`config.mk`:
```
export PLATFORM = sky130hd
export DESIGN_NAME = fireball_projectile
export DESIGN_NICKNAME = d
export VERILOG_FILES = /design/src/rtl/fireball_pkg.sv /design/src/rtl/frame_tick_sync.sv /design/src/rtl/fireball_projectile.sv
export SDC_FILE = /design/constraint.sdc
export NUM_CORES = 1
export LEC_CHECK = 0
export CAP_MARGIN = 25
export CORE_MARGIN = 8
export CORE_UTILIZATION = 45
export CTS_CLUSTER_SIZE = 40
export DETAILED_ROUTE_END_ITERATION = 16
export PLACE_DENSITY = 0.83
export SETUP_SLACK_MARGIN = 0.3
export SKIP_CTS_REPAIR_TIMING = 1
export SLEW_MARGIN = 20
export SYNTH_ARGS = -nofsm -noshare
export SYNTH_HDL_FRONTEND = slang
export SYNTH_HIERARCHICAL = 1
export SYNTH_SLANG_ARGS = --single-unit
```
`constraint.sdc`:
```
create_clock -name Clk -period 7.95 [get_ports Clk]
set_input_delay 1.59 -clock Clk [delete_from_list [all_inputs] [get_ports Clk]]
set_output_delay 1.59 -clock Clk [all_outputs]
set_load 0.02 [all_outputs]
```
`src/rtl/fireball_pkg.sv`:
```
// fireball_pkg: shared definitions for the fireball projectile and its renderer.
//   fb_state_t  - projectile life-cycle states
//   FB_SPRITE_W - fireball sprite width in pixels
//   FB_SPRITE_H - fireball sprite height in pixels
package fireball_pkg;

  typedef enum logic [1:0] {
    FB_IDLE,
    FB_FLY,
    FB_COOLDOWN
  } fb_state_t;

  localparam int FB_SPRITE_W = 16;
  localparam int FB_SPRITE_H = 11;

endpackage

```
`src/rtl/frame_tick_sync.sv`:
```
// frame_tick_sync: brings the asynchronous frame_clk into the clk domain and
// produces a one-cycle pulse per rising edge.
//   clk        in  system clock
//   rst        in  asynchronous, active-high reset
//   frame_clk  in  vsync-rate signal, asynchronous to clk
//   frame_tick out one-clk pulse, 3 clk cycles after a frame_clk rise
module frame_tick_sync (
  input  logic clk,
  input  logic rst,
  input  logic frame_clk,
  output logic frame_tick
);

  logic sync1;
  logic sync2;
  logic sync2_d;

  always_ff @(posedge clk or posedge rst) begin
    if (rst) begin
      sync1      <= 1'b0;
      sync2      <= 1'b0;
      sync2_d    <= 1'b0;
      frame_tick <= 1'b0;
    end else begin
      sync1      <= frame_clk;
      sync2      <= sync1;
      sync2_d    <= sync2;
      frame_tick <= sync2 & ~sync2_d;
    end
  end

endmodule

```
`src/rtl/fireball_projectile.sv`:
```
// fireball_projectile: life cycle of one fireball (launch, per-frame motion,
// hit detection against the opposing fighter, post-shot cooldown).
//   Clk, Reset             clock; asynchronous active-high reset
//   frame_clk              vsync-rate signal, synchronized internally
//   player_or_npc          1: fire rightward, 0: fire leftward
//   fire_req               launch request, taken in IDLE only
//   shooter_x/y            shooter top-left corner
//   target_x/y/w/h         opponent hitbox
//   proj_x_curr/proj_y_curr fireball top-left corner
//   fire_active            fireball visible and moving
//   hit                    one-cycle pulse on impact
//   ready                  high in IDLE only
module fireball_projectile
  import fireball_pkg::*;
#(
  parameter int SPRITE_W        = FB_SPRITE_W,
  parameter int SPRITE_H        = FB_SPRITE_H,
  parameter int SHOOTER_W       = 32,
  parameter int SPAWN_Y_OFS     = 20,
  parameter int SPEED           = 4,
  parameter int SCREEN_W        = 640,
  parameter int COOLDOWN_FRAMES = 30
) (
  input  logic       Clk,
  input  logic       Reset,
  input  logic       frame_clk,
  input  logic       player_or_npc,
  input  logic       fire_req,
  input  logic [9:0] shooter_x,
  input  logic [9:0] shooter_y,
  input  logic [9:0] target_x,
  input  logic [9:0] target_y,
  input  logic [9:0] target_w,
  input  logic [9:0] target_h,
  output logic [9:0] proj_x_curr,
  output logic [9:0] proj_y_curr,
  output logic       fire_active,
  output logic       hit,
  output logic       ready
);

  localparam int CNT_W = (COOLDOWN_FRAMES > 0) ? $clog2(COOLDOWN_FRAMES + 1) : 1;
  localparam logic [10:0] X_MAX = 11'(SCREEN_W - SPRITE_W);

  logic frame_tick;

  frame_tick_sync u_frame_tick_sync (
    .clk        (Clk),
    .rst        (Reset),
    .frame_clk  (frame_clk),
    .frame_tick (frame_tick)
  );

  fb_state_t        state_q, state_n;
  logic [9:0]       x_q, x_n;
  logic [9:0]       y_q, y_n;
  logic             dir_q, dir_n;
  logic [CNT_W-1:0] cnt_q, cnt_n;
  logic             active_q, active_n;
  logic             hit_q, hit_n;
  logic             ready_q, ready_n;

  logic [10:0] spawn_x;
  logic [9:0]  spawn_y;
  logic [10:0] next_x;
  logic        exit_edge;
  logic        overlap;

  always_comb begin
    state_n  = state_q;
    x_n      = x_q;
    y_n      = y_q;
    dir_n    = dir_q;
    cnt_n    = cnt_q;
    active_n = active_q;
    hit_n    = 1'b0;

    // A left spawn below zero wraps to a large 11-bit value, so a single
    // upper-bound compare rejects both off-screen cases.
    spawn_x = player_or_npc ? ({1'b0, shooter_x} + 11'(SHOOTER_W))
                            : ({1'b0, shooter_x} - 11'(SPRITE_W));
    spawn_y = shooter_y + 10'(SPAWN_Y_OFS);

    next_x    = dir_q ? ({1'b0, x_q} + 11'(SPEED)) : ({1'b0, x_q} - 11'(SPEED));
    exit_edge = dir_q ? (({1'b0, x_q} + 11'(SPEED)) > X_MAX) : (x_q < 10'(SPEED));
    overlap   = (next_x < ({1'b0, target_x} + {1'b0, target_w})) &&
                ({1'b0, target_x} < (next_x + 11'(SPRITE_W))) &&
                ({1'b0, y_q} < ({1'b0, target_y} + {1'b0, target_h})) &&
                ({1'b0, target_y} < ({1'b0, y_q} + 11'(SPRITE_H)));

    case (state_q)
      FB_IDLE: begin
        if (fire_req && !(spawn_x > X_MAX)) begin
          state_n  = FB_FLY;
          x_n      = spawn_x[9:0];
          y_n      = spawn_y;
          dir_n    = player_or_npc;
          active_n = 1'b1;
        end
      end
      FB_FLY: begin
        if (frame_tick) begin
          if (overlap) begin
            hit_n    = 1'b1;
            active_n = 1'b0;
            x_n      = next_x[9:0];
            cnt_n    = CNT_W'(COOLDOWN_FRAMES);
            state_n  = FB_COOLDOWN;
          end else if (exit_edge) begin
            active_n = 1'b0;
            cnt_n    = CNT_W'(COOLDOWN_FRAMES);
            state_n  = FB_COOLDOWN;
          end else begin
            x_n = next_x[9:0];
          end
        end
      end
      FB_COOLDOWN: begin
        // Leaving on the tick that would bring the count to zero also
        // covers a zero-length cooldown.
        if (frame_tick) begin
          if (cnt_q <= CNT_W'(1)) begin
            cnt_n   = '0;
            state_n = FB_IDLE;
          end else begin
            cnt_n = cnt_q - CNT_W'(1);
          end
        end
      end
      default: state_n = FB_IDLE;
    endcase

    ready_n = (state_n == FB_IDLE);
  end

  always_ff @(posedge Clk or posedge Reset) begin
    if (Reset) begin
      state_q  <= FB_IDLE;
      x_q      <= '0;
      y_q      <= '0;
      dir_q    <= 1'b0;
      cnt_q    <= '0;
      active_q <= 1'b0;
      hit_q    <= 1'b0;
      ready_q  <= 1'b1;
    end else begin
      state_q  <= state_n;
      x_q      <= x_n;
      y_q      <= y_n;
      dir_q    <= dir_n;
      cnt_q    <= cnt_n;
      active_q <= active_n;
      hit_q    <= hit_n;
      ready_q  <= ready_n;
    end
  end

  assign proj_x_curr = x_q;
  assign proj_y_curr = y_q;
  assign fire_active = active_q;
  assign hit         = hit_q;
  assign ready       = ready_q;

endmodule

```
run_1/pdn.png
Bar = 20 um. Pins as bars on the die edge. Tap cells in gray.
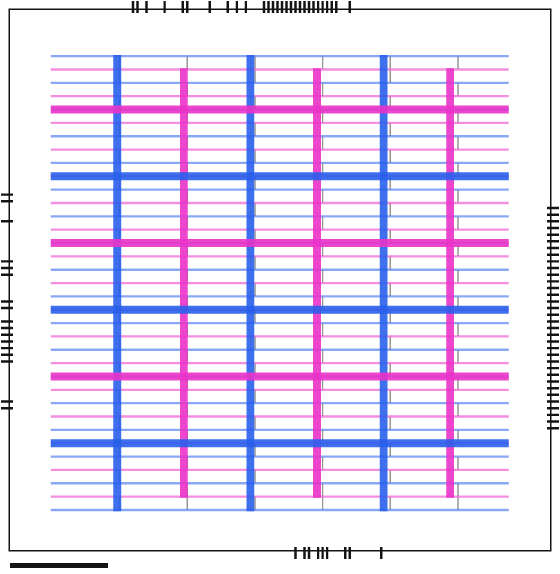
Blue marks VSS. Magenta marks VDD.
88 signal pins sit on the boundary. 6 straps on met4.
core area: 8636 sq um
Vert. Die Dim: 110.0 um
Die X: 110.0 um

run_1/cell_classes.png
Fill, decap, tap and diode cells in gray.
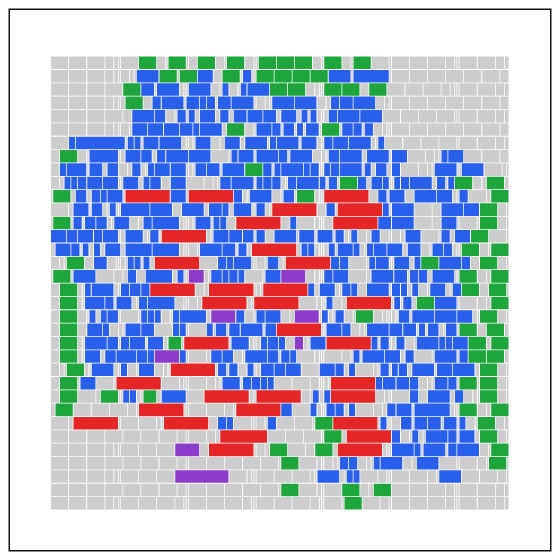
Purple marks clock drivers and dummy loads, cells 8, share of their area 2.3%. Green marks other buffers and delay cells, cells 89, share of their area 18%. Blue marks all other logic, cells 418, share of their area 62%. Red marks flip-flops, cells 35, share of their area 18%.
Seq area share: 17.34%
row cnt: 34

==> results.sh, run 1 <==
# implementation run metrics
export IMPL_status="finished, final reports clean"
export IMPL_r2r_slack_ns=3.74
export IMPL_max_freq_ghz=0.1723
export IMPL_reg2reg_depth=15
export IMPL_clk_latency_ns=0.29
export IMPL_grt_overflow=0
export IMPL_warnings=31
export IMPL_drive_gt1_share_pct=4.909
export IMPL_vias_per_cell=5.676
export IMPL_drc=0
export IMPL_met3_usage_pct=2.849
export IMPL_ir_drop_mv=0.2240
export IMPL_crit_slowest_cell="a32o_1"
export IMPL_wl_um=10640
export IMPL_synthArstFlopShare_pct=100.0
export IMPL_endpoint_kind="flip-flop"
export IMPL_place_gp_congestion=0.8923
export IMPL_fin_crit_sh_pct=72.99
export IMPL_relSlewSlack_pct=51.89
export IMPL_max_cap_violations=0
export IMPL_tapCellCount=108
export IMPL_numCtsBuffers=5
export IMPL_min_to="u_frame_tick_sync/sync2"
export IMPL_most_common_cell="ha_1"
export IMPL_startpoint_type="input pin"
export IMPL_fin_hold_ws_ns=0.3573
export IMPL_cp_depth=19
export IMPL_layoutNonFillerInstCount=658
export IMPL_worstHoldPathCells=0
export IMPL_seqPwrFrac_pct=23.2
export IMPL_rsz0062_at_grt="no"
export IMPL_grt_pass1_wl_um=17630
export IMPL_crit_buf_inv=1
export IMPL_yosys_top_cells_count="ha_1, nand2_1, a21oi_1"
export IMPL_startpoint="target_x[0]"
export IMPL_synthTopCellsByArea="ha_1, dfrtp_1, xnor2_1"
export IMPL_comb_share_pct=57.72
export IMPL_antenna_found_initial=0
export IMPL_ys_flop_type="dfrtp_1"
export IMPL_ys_sh_mux_pct=3.049
export IMPL_tightestPinTransition_ns=0.7202
export IMPL_grt_pass1_vias=3962
export IMPL_clock_skew_ns=0.008876
export IMPL_wl_met1_um=4337
export IMPL_r2r_end="proj_x_curr[8]"
export IMPL_grt_start_max_net_pins=32
export IMPL_crit_end="proj_x_curr[8]"
export IMPL_synth_cell_type_count=62
export IMPL_area_share_nonclk_buffers_pct=17.52
export IMPL_layout_comb_gates_multi_input=384
export IMPL_hp_start="u_frame_tick_sync/sync1"
export IMPL_hold_viol=0
export IMPL_grt_use_met1_pct=20.46
export IMPL_avgSynthCellArea_sq_um=8.559
export IMPL_rr_startpoint="proj_x_curr[2]"
export IMPL_adder_share_pct=22.70
export IMPL_fillers=783
export IMPL_top_area_cell="ha_1"
export IMPL_ys_sh_aoi_pct=20.50
export IMPL_fp_util_pct=46.09
export IMPL_edf_count=0
export IMPL_slew_viol_final=0
export IMPL_route_met3_wl_um=815
export IMPL_antenna_left=0
export IMPL_power_density_nw_per_um2=332.9
export IMPL_worst_hold_path_type="flip-flop to flip-flop"
export IMPL_die_area_sq_um=12110
export IMPL_layout_min_cycle_time_ns=5.802
export IMPL_layout_cells_most_common="clkdlybuf4s50_1"
export IMPL_grt_busiest_layer="met2"
export IMPL_setup_viol=0
export IMPL_clock_sinks=35
export IMPL_comb_area_sq_um=2919
run_1/port_nets.png
Bar = 20 um.
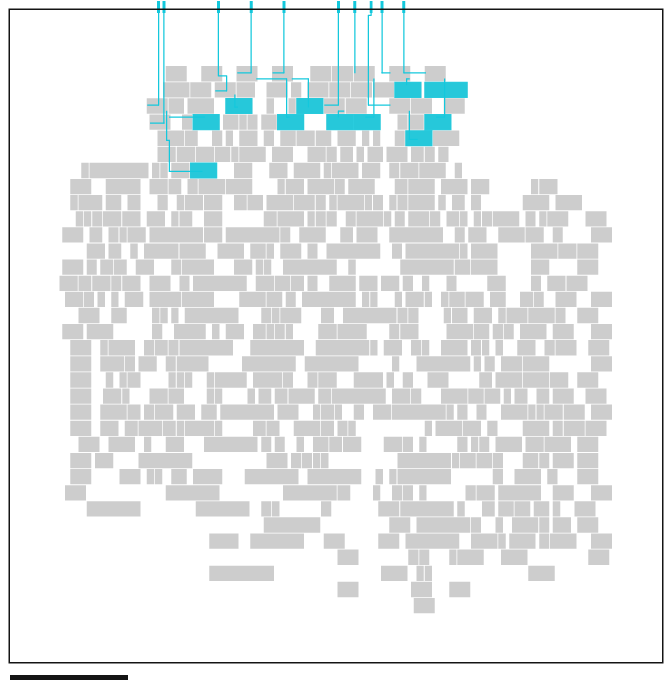
Cyan marks target_w, bits 10, direction input, edge north, end cells 11, buffers 10, wire 224 um.
port bufs: 87
I/O pin count: 88

run_1/wire_density.png
The die is cut into 22 by 22 equal tiles; dark blue is low, red is high, scaled to the fullest tile. Values are wire area over tile area, all layers added.
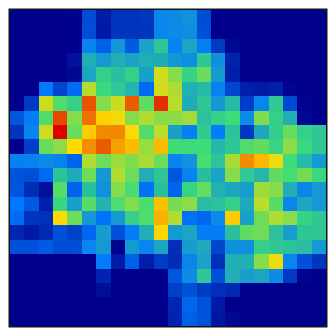
20% of the tiles are over half the peak. The mean over all tiles is 0.14. The emptiest ninth of the die: north-east. The densest ninth of the die: center. The fullest tile reaches 0.51.
vias: 3735
routed len/inst: 16.16 um
Total Routing Usage GR: 17.83%

-- run 1: per-stage QoR --
stage               cell area, sq um  total power [uW]  setup slack [ns]
floorplan                       3980              1154             2.762
CTS                             5057              1686             2.166
global route                    5057              1845             1.794
detailed placement              4945              1519             1.876
finish                          5057              1684             2.148
global placement                4945              1463             2.066
-- run 1: power groups by stage --
stage          clock (uW)  sequential, uW  combinational, uW
2_1_floorplan           0             397                758
3_3_place_gp            0             387               1080
3_5_place_dp            0             390               1130
4_1_cts               163             388               1130
5_1_grt               171             408               1270
6_report              161             391               1130
--- run 2 (diff from run 1) ---
--- a/config.mk
+++ b/config.mk
@@ -10,7 +10,7 @@
 export CORE_UTILIZATION = 45
 export CTS_CLUSTER_SIZE = 40
 export DETAILED_ROUTE_END_ITERATION = 16
-export PLACE_DENSITY = 0.83
+export PLACE_DENSITY = 0.86
 export SETUP_SLACK_MARGIN = 0.3
 export SKIP_CTS_REPAIR_TIMING = 1
 export SLEW_MARGIN = 20
==> constraint.sdc (replaced) <==
create_clock -name Clk -period 5.1 [get_ports Clk]
set_input_delay 1.02 -clock Clk [delete_from_list [all_inputs] [get_ports Clk]]
set_output_delay 1.02 -clock Clk [all_outputs]
set_load 0.02 [all_outputs]
run_2/wire_density.png
The die is cut into 22 by 22 equal tiles; dark blue is low, red is high, scaled to the fullest tile. Values are wire area over tile area, all layers added.
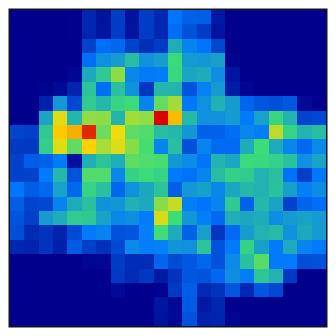
Total Routing Usage GR: 18.45%
drt total wl: 11040 um
routed len/inst: 16.31 um
vias: 3826

==> results.sh, run 2 <==
# implementation run metrics
export IMPL_fillers=707
export IMPL_pre_cts_ws_ns=-0.1526
export IMPL_place_inst=667
export IMPL_most_common_cell="ha_1"
export IMPL_ys_sh_aoi_pct=20.50
export IMPL_drive_gt1_share_pct=11.42
export IMPL_adder_share_pct=22.70
export IMPL_cts_root_buffer="clkbuf_8"
export IMPL_status="finished, final reports clean"
export IMPL_ys_flop_type="dfrtp_1"
export IMPL_drtPass1Iterations=4
export IMPL_warnings=31
export IMPL_top_area_cell="ha_1"
export IMPL_die_area_sq_um=12110
export IMPL_grt_use_met1_pct=23.04
export IMPL_cp_max_fo=7
export IMPL_yosys_cells=465
export IMPL_fin_hold_ws_ns=0.3540
export IMPL_worst_hold_path_type="flip-flop to flip-flop"
export IMPL_grt_start_max_net_pins=23
export IMPL_mappedNetlistArea_sq_um=3980
export IMPL_layout_cells_most_common="clkdlybuf4s50_1"
export IMPL_grt_pass1_wl_um=18130
export IMPL_port_buffers=87
export IMPL_power_density_nw_per_um2=522.3
export IMPL_drtIter0Drc=192
export IMPL_route_met2_wl_um=5440
export IMPL_regArea_sq_um=877.1
export IMPL_power_leakage_uw=0.002415
export IMPL_grt_busiest_layer="met2"
export IMPL_rsz0062_at_grt="no"
export IMPL_max_cap_violations=0
export IMPL_reg2reg_depth=14
export IMPL_ys_sh_mux_pct=3.049
export IMPL_grt_overflow=0
export IMPL_clockBufferDepth=2
export IMPL_r2r_slack_ns=0.95
export IMPL_clk_latency_ns=0.29
export IMPL_synthArstFlopShare_pct=100.0
export IMPL_required_ns=5.27
export IMPL_endpoint_kind="flip-flop"
export IMPL_slowest_delay_ns=0.55
export IMPL_fin_util_pct=61.61
export IMPL_met3_usage_pct=3.314
export IMPL_ys_seq_share_pct=22.04
export IMPL_final_cell_area_sq_um=5320
export IMPL_crit_slowest_cell="clkdlybuf4s50_1"
export IMPL_clk_pin_slew_ns=0.07
export IMPL_layout_min_cycle_time_ns=4.684
export IMPL_synth_cell_type_count=62
export IMPL_clock_skew_ns=0.007305
export IMPL_synth_cells=465
export IMPL_num_rows=34
export IMPL_r2r_end="proj_x_curr[9]"
export IMPL_ir_drop_mv=0.3157
export IMPL_n_antenna_cell=0
export IMPL_rr_startpoint="proj_x_curr[2]"
export IMPL_crit_chain="clkdlybuf4s50_1 > ha_1 > a21o_1 > a21oi_2 > o21bai_1 > a21oi_2 > o21bai_1 > a21oi_2 > o21bai_1 > a21oi_1 > xor2_1 > ha_1 > and3_4 > a221oi_2 > nand4_1 > or2_4 > a32o_2 > mux2_4"
export IMPL_p_total_uw=2779
export IMPL_ys_area_sq_um=3980
export IMPL_place_gp_congestion=0.9169
export IMPL_htreeDepth=2
export IMPL_max_freq_ghz=0.2135
export IMPL_clock_sinks=35
export IMPL_nets=704
export IMPL_core_area_sq_um=8636
export IMPL_fin_setup_tns_ns=0
export IMPL_fp_util_pct=46.09
export IMPL_tightestPinTransition_ns=0.7110
export IMPL_synthTopCellsByArea="ha_1, dfrtp_1, xnor2_1"
export IMPL_syn_nets=601
export IMPL_simple_gate_share_pct=15.94
export IMPL_drc=0
export IMPL_xor_share_pct=11.16
export IMPL_wl_met1_um=4731
export IMPL_dpl_cell_area_sq_um=5092
export IMPL_worstHoldPathCells=0
export IMPL_worstPathArrival_ns=4.85
export IMPL_antenna_left=0
export IMPL_route_met3_wl_um=767
export IMPL_startpoint_type="input pin"
export IMPL_crit_end="proj_x_curr[9]"
export IMPL_min_to="u_frame_tick_sync/sync2"
export IMPL_hp_start="u_frame_tick_sync/sync1"
export IMPL_layoutNonFillerInstCount=677
export IMPL_slew_viol_final=0
export IMPL_die_h_um=110.0
export IMPL_die_x_um=110.0
export IMPL_fin_crit_sh_pct=91.84
export IMPL_antenna_found_initial=0
export IMPL_syn2layout_area_growth_pct=33.67
export IMPL_synth_ff_latch_count=35
export IMPL_startpoint="target_x[1]"
export IMPL_yosys_top_cells_count="ha_1, nand2_1, a21oi_1"
export IMPL_edf_count=0
export IMPL_crit_type="input pin to flip-flop"
export IMPL_yosysWarnings=6
export IMPL_vias_per_cell=5.651
export IMPL_mostFrequentLayoutCells="clkdlybuf4s50_1, ha_1, nand2_1"
export IMPL_top_logic_kind="adder cells"
export IMPL_grt_pass1_vias=3930
export IMPL_relSlewSlack_pct=52.50
export IMPL_top_layer="met4"
export IMPL_cts_tree="yes"
export IMPL_hold_viol=0
export IMPL_setup_viol=0
export IMPL_comb_area_sq_um=2990
export IMPL_use_met2_pct=32.36
export IMPL_finalWorstSetupSlack_ns=0.4163
export IMPL_yosysTopAreaCellShare_pct=21.69
export IMPL_numCtsBuffers=5
export IMPL_avgSynthCellArea_sq_um=8.559
export IMPL_dp_hpwl_um=9124
export IMPL_io_pins=88
[run 2: cell counts after synthesis]
Identical to the previous run, type by type.
[run 2: layout make-up]
class                      instances  share of cell area [%]
clock buffer                       5                   1.294
clock inverter                     3                   1.270
multi-input combinational        384                   56.21
timing repair buffer             108                   19.80
tap                              108                   2.540
inverter                          34                   2.399
sequential                        35                   16.49
[run 2: worst max-delay path, delay by kind of cell]
family / cells / cell delay, ns
mux: 1 / 0.33
xor+xnor: 1 / 0.17
fa+ha+maj: 2 / 0.52
buf+inv: 1 / 0.55
simple gates: 3 / 0.57
compound gates: 10 / 1.70
[run 2: where the power goes]
part / switching (uW) / leakage [uW] / internal, uW
sequential: 217 / 0.000416 / 392
clock: 103 / 0.0000644 / 195
combinational: 992 / 0.00193 / 880
--- run 3 (diff from run 2) ---
--- a/config.mk
+++ b/config.mk
@@ -10,6 +10,7 @@
 export CORE_UTILIZATION = 45
 export CTS_CLUSTER_SIZE = 40
 export DETAILED_ROUTE_END_ITERATION = 16
+export GPL_ROUTABILITY_DRIVEN = 0
 export PLACE_DENSITY = 0.86
 export SETUP_SLACK_MARGIN = 0.3
 export SKIP_CTS_REPAIR_TIMING = 1
run_3/port_nets.png
Bar = 20 um.
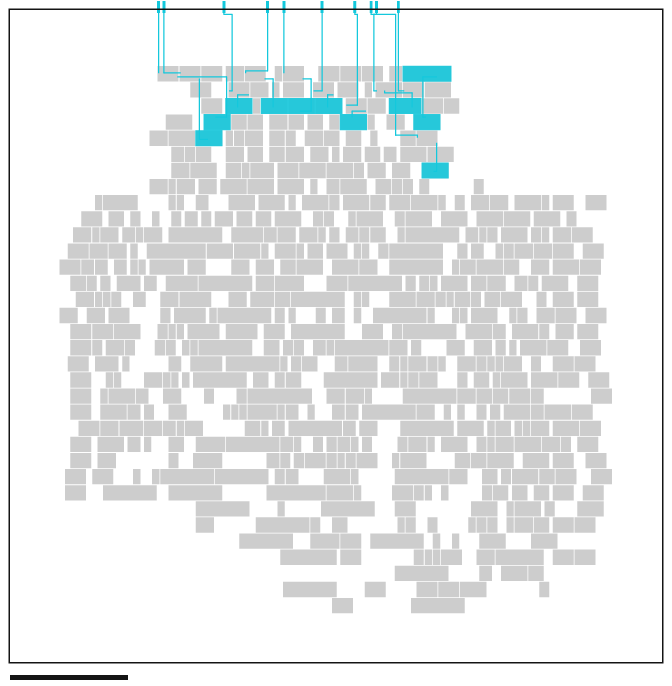

==> results.sh, run 3 <==
# implementation run metrics
export IMPL_avgSynthCellArea_sq_um=8.559
export IMPL_max_cap_violations=0
export IMPL_switchingPower_uw=1310
export IMPL_clock_cell_area_share_pct=2.124
export IMPL_xor_share_pct=11.16
export IMPL_clk_latency_ns=0.29
export IMPL_comb_area_sq_um=2975
export IMPL_layoutNonFillerInstCount=679
export IMPL_fin_hold_ws_ns=0.3542
export IMPL_n_antenna_cell=0
export IMPL_area_share_nonclk_buffers_pct=20.25
export IMPL_grt_usage_pct=18.41
export IMPL_yosys_cells=465
export IMPL_simple_gate_share_pct=15.94
export IMPL_mostFrequentLayoutCells="clkdlybuf4s50_1, ha_1, nand2_1"
export IMPL_most_common_cell="ha_1"
export IMPL_top_area_cell="ha_1"
export IMPL_min_to="u_frame_tick_sync/sync2"
export IMPL_layout_comb_gates_multi_input=384
export IMPL_place_inst=667
export IMPL_vias=3862
export IMPL_antenna_found_initial=0
export IMPL_yosysWarnings=6
export IMPL_die_h_um=110.0
export IMPL_crit_chain="clkdlybuf4s50_1 > ha_1 > fa_2 > a211oi_2 > buf_4 > o21bai_1 > a21oi_1 > xor2_1 > ha_1 > a211oi_2 > o211ai_1 > a21oi_1 > o22ai_1 > nand3_1 > nand4_1 > or2_4 > a32o_2 > mux2_4"
export IMPL_setup_viol=0
export IMPL_ys_sh_aoi_pct=20.50
export IMPL_synth_cell_type_count=62
export IMPL_grt_use_met1_pct=21.52
export IMPL_final_cell_area_sq_um=5301
export IMPL_cts_tree="yes"
export IMPL_met3_usage_pct=3.488
export IMPL_fp_util_pct=46.09
export IMPL_num_rows=34
export IMPL_synth_ff_latch_count=35
export IMPL_dpl_cell_area_sq_um=5092
export IMPL_fin_setup_tns_ns=0
export IMPL_reg2reg_depth=16
export IMPL_grt_pass1_wl_um=18180
export IMPL_r2r_slack_ns=0.94
export IMPL_fin_crit_sh_pct=91.11
export IMPL_use_met2_pct=33.60
export IMPL_ys_area_sq_um=3980
export IMPL_yosysTopAreaCellShare_pct=21.69
export IMPL_ys_flop_type="dfrtp_1"
export IMPL_finalWorstSetupSlack_ns=0.4535
export IMPL_yosys_top_cells_count="ha_1, nand2_1, a21oi_1"
export IMPL_hp_start="u_frame_tick_sync/sync1"
export IMPL_relSlewSlack_pct=48.95
export IMPL_drtPass1Iterations=4
export IMPL_layout_min_cycle_time_ns=4.647
export IMPL_r2r_end="proj_x_curr[3]"
export IMPL_clk_pin_slew_ns=0.08
export IMPL_dp_hpwl_um=9247
export IMPL_required_ns=5.28
export IMPL_syn_nets=601
export IMPL_syn2layout_area_growth_pct=33.20
export IMPL_top_layer="met4"
export IMPL_combPwrFrac_pct=68.5
export IMPL_crit_buf_inv=2
export IMPL_die_area_sq_um=12110
export IMPL_crit_slowest_cell="clkdlybuf4s50_1"
export IMPL_rr_startpoint="proj_x_curr[2]"
export IMPL_seqPwrFrac_pct=22.4
export IMPL_die_x_um=110.0
export IMPL_clockBufferDepth=2
export IMPL_clock_skew_ns=0.01428
export IMPL_tightestPinTransition_ns=0.7641
export IMPL_edf_count=0
export IMPL_wl_um=11330
export IMPL_nets=706
export IMPL_power_leakage_uw=0.002436
export IMPL_switching_share_pct=48.02
export IMPL_p_total_uw=2729
export IMPL_max_freq_ghz=0.2152
export IMPL_power_density_nw_per_um2=514.8
export IMPL_startpoint_type="input pin"
export IMPL_path_delay_family="AND-OR/OR-AND gates"
export IMPL_synth_cells=465
export IMPL_largest_class="multi-input combinational cells"
export IMPL_cts_root_buffer="clkbuf_8"
export IMPL_hold_viol=0
export IMPL_ys_sh_mux_pct=3.049
export IMPL_synthArstFlopShare_pct=100.0
export IMPL_seq_cell_count=35
export IMPL_vias_per_cell=5.688
export IMPL_worstHoldPathCells=0
export IMPL_antenna_left=0
export IMPL_wl_met1_um=4630
export IMPL_sh_seq_area_pct=16.54
export IMPL_route_met2_wl_um=5715
export IMPL_top_logic_kind="adder cells"
export IMPL_drtIter0Drc=157
export IMPL_synthTopCellsByArea="ha_1, dfrtp_1, xnor2_1"
export IMPL_grt_start_max_net_pins=22
export IMPL_status="finished, final reports clean"
export IMPL_endpoint_kind="flip-flop"
export IMPL_grt_pass1_vias=4005
export IMPL_tapCellCount=108
export IMPL_drc=0
export IMPL_grt_overflow=0
export IMPL_cp_max_fo=7
export IMPL_fin_util_pct=61.39
export IMPL_layout_cells_most_common="clkdlybuf4s50_1"
export IMPL_route_met3_wl_um=820
export IMPL_clockPowerShare_pct=9.2
export IMPL_ir_drop_mv=0.3404
export IMPL_grt_busiest_layer="met2"
export IMPL_internal_power_uw=1419
export IMPL_regArea_sq_um=877.1
export IMPL_fillers=746
export IMPL_slowest_delay_ns=0.43
export IMPL_io_pins=88
export IMPL_non_clock_inverter_count=34
export IMPL_crit_type="input pin to flip-flop"
export IMPL_core_area_sq_um=8636
export IMPL_htreeDepth=2
export IMPL_pre_cts_ws_ns=-0.1512
export IMPL_comb_share_pct=56.12
export IMPL_nClkBuffers=5
export IMPL_slew_viol_final=0
export IMPL_port_buffers=87
## run 3: worst max path at each step
stage	start	endpoint	slack, ns	cells after the start
after detailed placement	target_x[0]	proj_x_curr[8]	-0.15	19
after global placement	target_x[0]	proj_x_curr[8]	-0.02	19
after CTS	target_x[0]	proj_x_curr[9]	0.14	19
after floorplan	target_x[0]	proj_x_curr[4]	0.48	19
after global routing	target_w[1]	proj_x_curr[4]	0.26	18
final	target_y[0]	proj_x_curr[9]	0.45	18
## run 3: power by group through the flow
stage / registers, uW / logic, uW / clock network [uW]
after floorplan: 618 / 1180 / 0
after global placement: 599 / 1730 / 0
after detailed placement: 605 / 1820 / 0
after CTS: 601 / 1840 / 254
after global routing: 628 / 2080 / 267
final: 610 / 1870 / 250
Power and IR drop assume default switching activity.
